<file path="config.mk">
export PLATFORM = sky130hd
export DESIGN_NAME = exc_ctrl
export DESIGN_NICKNAME = d
export VERILOG_FILES = /design/src/rtl/exc_ctrl.sv
export SDC_FILE = /design/constraint.sdc
export NUM_CORES = 1
export LEC_CHECK = 0
export CORE_MARGIN = 1.5
export CORE_UTILIZATION = 29
export DETAILED_ROUTE_END_ITERATION = 8
export GPL_ROUTABILITY_DRIVEN = 1
export PLACE_DENSITY = 0.77
export RECOVER_POWER = 50
export SYNTH_ARGS = -nofsm -noshare
export SYNTH_HDL_FRONTEND = slang
export SYNTH_SLANG_ARGS = --single-unit
export TNS_END_PERCENT = 10
</file>
<file path="constraint.sdc">
create_clock -name clk -period 1.5 [get_ports clk]
set_input_delay 0.3 -clock clk [delete_from_list [all_inputs] [get_ports clk]]
set_output_delay 0.3 -clock clk [all_outputs]
set_load 0.05 [all_outputs]
</file>
<file path="src/rtl/exc_ctrl.sv">
`default_nettype none
// ============================================================================
// Module   : exc_ctrl
// Brief    : Precise-exception / interrupt sequencer feeding CP0 and fetch.
// Revision : 1.0 - initial release
// ============================================================================
module exc_ctrl #(
    parameter int         IRQ_SYNC_STAGES = 2,
    parameter logic [4:0] CODE_INT        = 5'd0,
    parameter logic [4:0] CODE_SYS        = 5'd8,
    parameter logic [4:0] CODE_BP         = 5'd9,
    parameter logic [4:0] CODE_RI         = 5'd10
) (
    input  logic        clk,
    input  logic        rst,
    input  logic        instr_valid,
    input  logic        stall,
    input  logic [31:0] pc,
    input  logic        is_syscall,
    input  logic        is_break,
    input  logic        is_ri,
    input  logic        is_eret,
    input  logic        irq,
    input  logic [31:0] handler_pc,
    input  logic [31:0] epc,
    output logic        exl_set,
    output logic        exl_clear,
    output logic [31:0] save_pc,
    output logic        redirect,
    output logic [31:0] redirect_pc,
    output logic        flush,
    output logic [4:0]  cause,
    output logic        in_handler,
    output logic        double_fault
);

    typedef enum logic [1:0] {
        IDLE    = 2'd0,
        TAKE    = 2'd1,
        HANDLER = 2'd2,
        RET     = 2'd3
    } state_e;

    state_e      state_q, state_d;
    logic [31:0] save_pc_q, save_pc_d;
    logic [4:0]  cause_q, cause_d;
    logic        dfault_q, dfault_d;
    logic        irq_pend_q, irq_pend_d;
    logic        irq_prev_q;
    logic        take_irq;
    logic [IRQ_SYNC_STAGES-1:0] sync_q;

    // Synchronizer chain; the MSB is the metastability-safe copy of irq.
    generate
        if (IRQ_SYNC_STAGES == 1) begin : g_sync_single
            always_ff @(posedge clk) begin
                if (rst) sync_q <= '0;
                else     sync_q <= irq;
            end
        end else begin : g_sync_chain
            always_ff @(posedge clk) begin
                if (rst) sync_q <= '0;
                else     sync_q <= {sync_q[IRQ_SYNC_STAGES-2:0], irq};
            end
        end
    endgenerate

    wire accept   = instr_valid & ~stall;
    wire irq_rise = sync_q[IRQ_SYNC_STAGES-1] & ~irq_prev_q;
    wire sync_exc = is_ri | is_syscall | is_break;

    always_comb begin
        state_d   = state_q;
        save_pc_d = save_pc_q;
        cause_d   = cause_q;
        dfault_d  = dfault_q;
        take_irq  = 1'b0;
        case (state_q)
            IDLE: begin
                if (accept && (irq_pend_q || sync_exc || is_eret)) begin
                    state_d   = TAKE;
                    save_pc_d = pc;
                    if (irq_pend_q) begin
                        cause_d  = CODE_INT;
                        take_irq = 1'b1;
                    end else if (is_ri)      cause_d = CODE_RI;
                    else if (is_syscall)     cause_d = CODE_SYS;
                    else if (is_break)       cause_d = CODE_BP;
                    else                     cause_d = CODE_RI; // eret outside a handler is illegal
                end
            end
            TAKE:    state_d = HANDLER;
            HANDLER: begin
                if (accept && sync_exc)     dfault_d = 1'b1;
                else if (accept && is_eret) state_d  = RET;
            end
            RET:     state_d = IDLE;
            default: state_d = IDLE;
        endcase
        // A new edge arriving in the same cycle as the take must not be lost.
        irq_pend_d = (irq_pend_q & ~take_irq) | irq_rise;
    end

    always_ff @(posedge clk) begin
        if (rst) begin
            state_q    <= IDLE;
            save_pc_q  <= '0;
            cause_q    <= '0;
            dfault_q   <= 1'b0;
            irq_pend_q <= 1'b0;
            irq_prev_q <= 1'b0;
        end else begin
            state_q    <= state_d;
            save_pc_q  <= save_pc_d;
            cause_q    <= cause_d;
            dfault_q   <= dfault_d;
            irq_pend_q <= irq_pend_d;
            irq_prev_q <= sync_q[IRQ_SYNC_STAGES-1];
        end
    end

    // Moore decode; rst forces the control pulses low even mid-TAKE/RET.
    assign exl_set      = ~rst & (state_q == TAKE);
    assign exl_clear    = ~rst & (state_q == RET);
    assign redirect     = exl_set | exl_clear;
    assign flush        = exl_set | exl_clear;
    assign in_handler   = ~rst & ((state_q == HANDLER) || (state_q == RET));
    assign redirect_pc  = exl_set ? handler_pc : (exl_clear ? epc : 32'd0);
    assign save_pc      = save_pc_q;
    assign cause        = cause_q;
    assign double_fault = dfault_q;

endmodule
`default_nettype wire
</file>
==> datasheet_impl.txt <==
Implementation parameters

Parameter                              Value

Outcome
  Result of the run    finished with violations
  Failing checks    negative setup slack

Detailed routing
  Met2 WL    5.14 mm
  Vias after detailed routing    2503
  Met1 wire length    3.10 mm
  Final routed DRC violation total    0
  First drt pass iteration count    4
  Vias per cell    around 4.8
  Top layer in use    met4
  Antenna viol nets, final    0
  Drt first-iter violations    89
  Total routed wirelength    9.25 mm
  Met3 wire len    808 um

GRT
  Antenna violations before repair    0
  Grt ovf    0
  Via count of the first global-routing pass    2617
  Maximum number of pins on one net before global-route repair    46

Yosys
  Number of warnings reported in the yosys synthesis log    0
  Sequential area share after synthesis    ~41%
  Basic Gates by Area    about a fifth
  Yosys xor share    0%
  Top cell type by instance count after synthesis    sky130_fd_sc_hd__nand2_1
  Main synth FF type    sky130_fd_sc_hd__dfxtp_1
  Main area contributors    sky130_fd_sc_hd__dfxtp_1 41%, sky130_fd_sc_hd__a22o_1 14%, sky130_fd_sc_hd__nand2_1 12%
  Share of cell area taken by muxes after synthesis    0.483%
  Share of the synthesized area in the top cell type    40.6%
  Synthesized instance count    241
  Post-synthesis chip area from yosys    2070 um2
  Number of cell instances after yosys synthesis    241
  Number of synthesized flops with an enable pin    0
  Fraction of synthesis flops using an asynchronous set or reset pin    0%
  Average cell area after synthesis    8.60 um2
  Comb area leader    AND-OR/OR-AND gates
  Library cells used by synthesis    27
  Aoi/oai-family share of the synthesized area    29.3%
  Top cells by count    67 x sky130_fd_sc_hd__nand2_1, 42 x sky130_fd_sc_hd__dfxtp_1, 32 x sky130_fd_sc_hd__a22o_1
  Synthesized flop and latch total    42
  Area leader, netlist    sky130_fd_sc_hd__dfxtp_1
  Post-synthesis instance area    slightly above 2000 um2

Final layout
  Final std cells w/o fill    522
  Nets    535
  Most numerous logic cells after layout    100 x sky130_fd_sc_hd__clkdlybuf4s50_1, 79 x sky130_fd_sc_hd__buf_12, 65 x sky130_fd_sc_hd__nand2_1
  Register area    845 um2
  Top logic cell by instance count in the layout    sky130_fd_sc_hd__clkdlybuf4s50_1
  Non-clock buffer share of cell area    about 52%
  Number of flip-flops in the largest register    32
  Total of fill cells in the finished design    around 430
  Cell kind with the greatest summed area    buffers
  Fraction of standard cell area that is sequential    16.0%
  Buffers outside the clock class    between 150 and 200
  Share of the final layout cell area in multi-input gates    27.3%
  Clk tree area frac    2.14%
  Count of multi-input gates    175

Flow run
  Total tool warning count    32
  Max-capacitance violation count    0

Critical path
  End of the worst register-to-register path    save_pc[24]$_SDFFE_PP0P_
  Cell Chain, Critical Path    inv_2 -> ha_4 -> nor2b_4 -> buf_12 -> a22o_4 -> buf_12
  Crit-path max FO    20
  Number of gates on the worst path with buffers counted    6
  Setup slack of the most critical reg-to-reg path    -0.16 ns
  Slowest-stage cell, CP    sky130_fd_sc_hd__dfxtp_2
  Data required time of the worst path    1.20 ns
  Critical path's largest stage delay    0.35 ns
  WP buf/inv    3
  Start point of the critical path    state_q[1]$_SDFFE_PP0P_
  Category of the critical setup timing path    register to output port
  Number of cell instances on the worst register-to-register path    5
  Arr. time, crit path    1.63 ns
  Worst flop-to-flop path startpoint    irq_pend_q$_SDFF_PP0_
  Sort of element at the start of the critical path    register
  Largest delay share family, worst path    buffers and inverters
  Termination of the worst setup path    redirect_pc[23]

Power
  Internal cell power    2520 uW
  Clk pwr share    24.7%
  Share of power burned in combinational logic    41.4%
  Combinational-cell power consumption    1520 uW
  Peak VDD IR    0.000693 V
  Switching share of power    31.6%
  Static leakage    around 0.0021 uW
  Net load switching power    approximately 1200 uW
  Power group with the highest consumption    combinational cells
  Fraction of power consumed by sequential logic    between 30 and 40%
  Power per cell area    between 600 and 700 nW/um2
  Sequential Power    1250 uW

Clock network
  H-Tree Depth    2
  Clock transition at the registers of the reported paths    0.07 ns
  CTS tree    yes
  # hold bufs at CTS    0
  Total clock buffers created by CTS    5
  Post-CTS sizing    14
  Sinks on Clock Net    42
  Root buffer selected by CTS    sky130_fd_sc_hd__clkbuf_8
  Setup Fix Bufs, Post-CTS    4
  Worst-case clock buffer depth    2
  Worst skew pair latency    between 0.2 and 0.3 ns

Floorplanning
  Die height    87.6 um
  Tapcell count    between 90 and 100
  Die width    87.6 um
  Die footprint    7670 um2
  Number of top-level pins    180

STA
  Final-report hold violation count    0
  Minimum setup slack in the final design    -0.428 ns
  Post-Route Skew    0.0143 ns
  Post-route clock period utilization    129%
  Final critical-path required period    1.93 ns
  Count of final setup violators    roughly 74
  RSZ-0062 raised after global routing    yes
  Final Slew Violations    0

Worst hold path
  Worst min path class    register to register

Placement
  Placed cell count    about 500
  HPWL reported at the end of detailed placement    between 7 and 8 mm
  Number of input and output port buffers inserted    about 180
  Final weighted congestion in routability-driven placement    0.715
-- per-stage QoR --
step / hold slack, ns / setup slack [ns] / util, % / cell area [um2] / total power, uW
4_1_cts: 0.459 / -0.436 / 76.4 / 5250 / 3700
6_report: 0.452 / -0.428 / 76.7 / 5270 / 3680
3_3_place_gp: 0.427 / -0.689 / 73.1 / 5020 / 2750
2_1_floorplan: 0.414 / -0.224 / - / 2420 / 1950
5_1_grt: 0.466 / -0.470 / 76.7 / 5270 / 3810
3_5_place_dp: 0.439 / -0.762 / 73.1 / 5020 / 2780
-- per-layer routing --
| metal | vias up | track usage [%] |
|---|---|---|
| li1 | 1190 | - |
| met1 | 1183 | 22.8 |
| met2 | 115 | 47.1 |
| met3 | 15 | 7.92 |
| met4 | 0 | 6.49 |
| met5 | - | 0 |
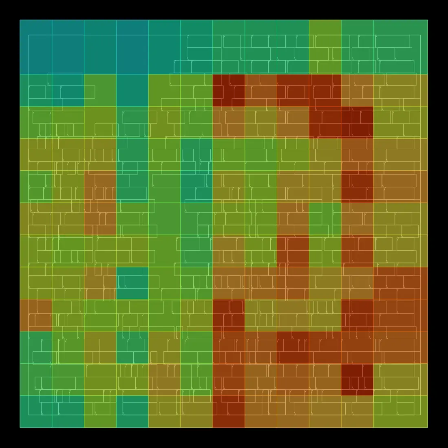
congestion.png
most heavily used metal layer in global routing: met2
Routed wire per std cell: 17.7 um
met3 demand-to-capacity share in global routing: 7.92%
global routing met1 resource utilization: 22.8%
final core utilization: 76.7%

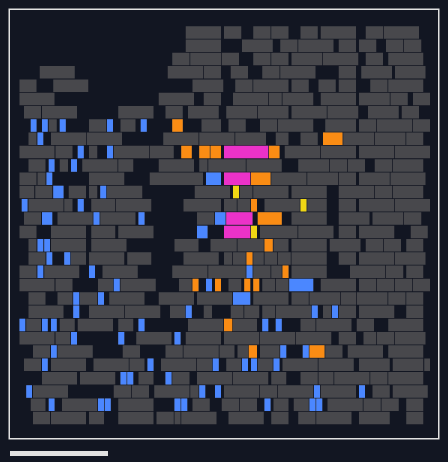
logic_types.png
The bar under the picture is 20 um long.
- orange: nor cells (cells 19; most used nor2_1)
- blue: nand cells (cells 72; most used nand2_1)
- yellow: inv cells (cells 3; most used inv_1)
- magenta: fa/ha/maj cells (cells 4; most used ha_2; where middle)

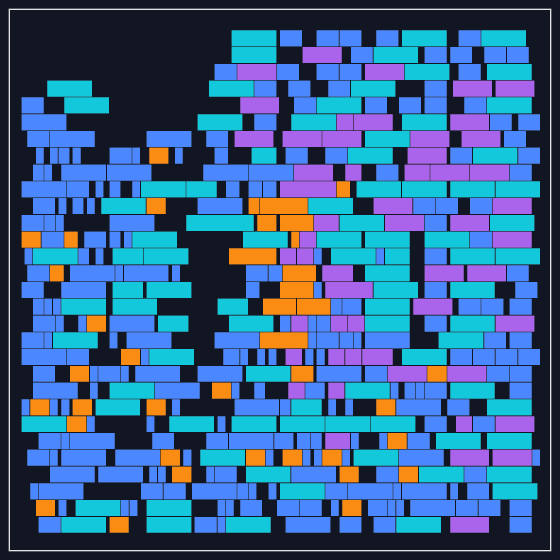
sizes.png
- blue: _0 and _1 cells (cells 246; share 58%)
- orange: _2 cells (cells 39; share 9.2%)
- cyan: _6 and larger (cells 88; share 21%)
- purple: _3 and _4 cells (cells 53; share 12%)

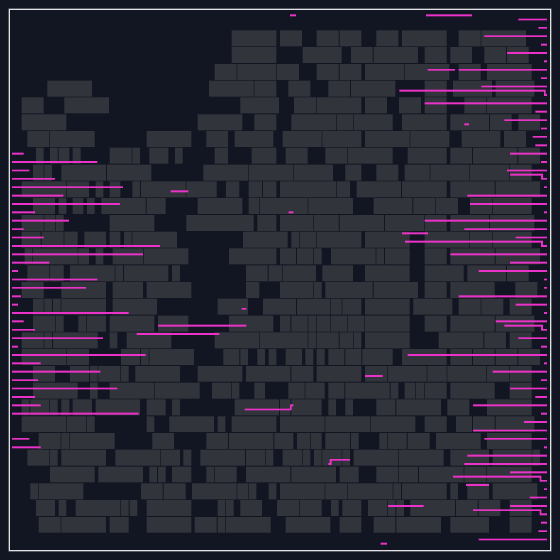
layer_met3.png
- longest straight run: 23.7 um
- wire length on this layer: 808 um

Power figures rest on the tool's default switching activity, not on a simulated workload.
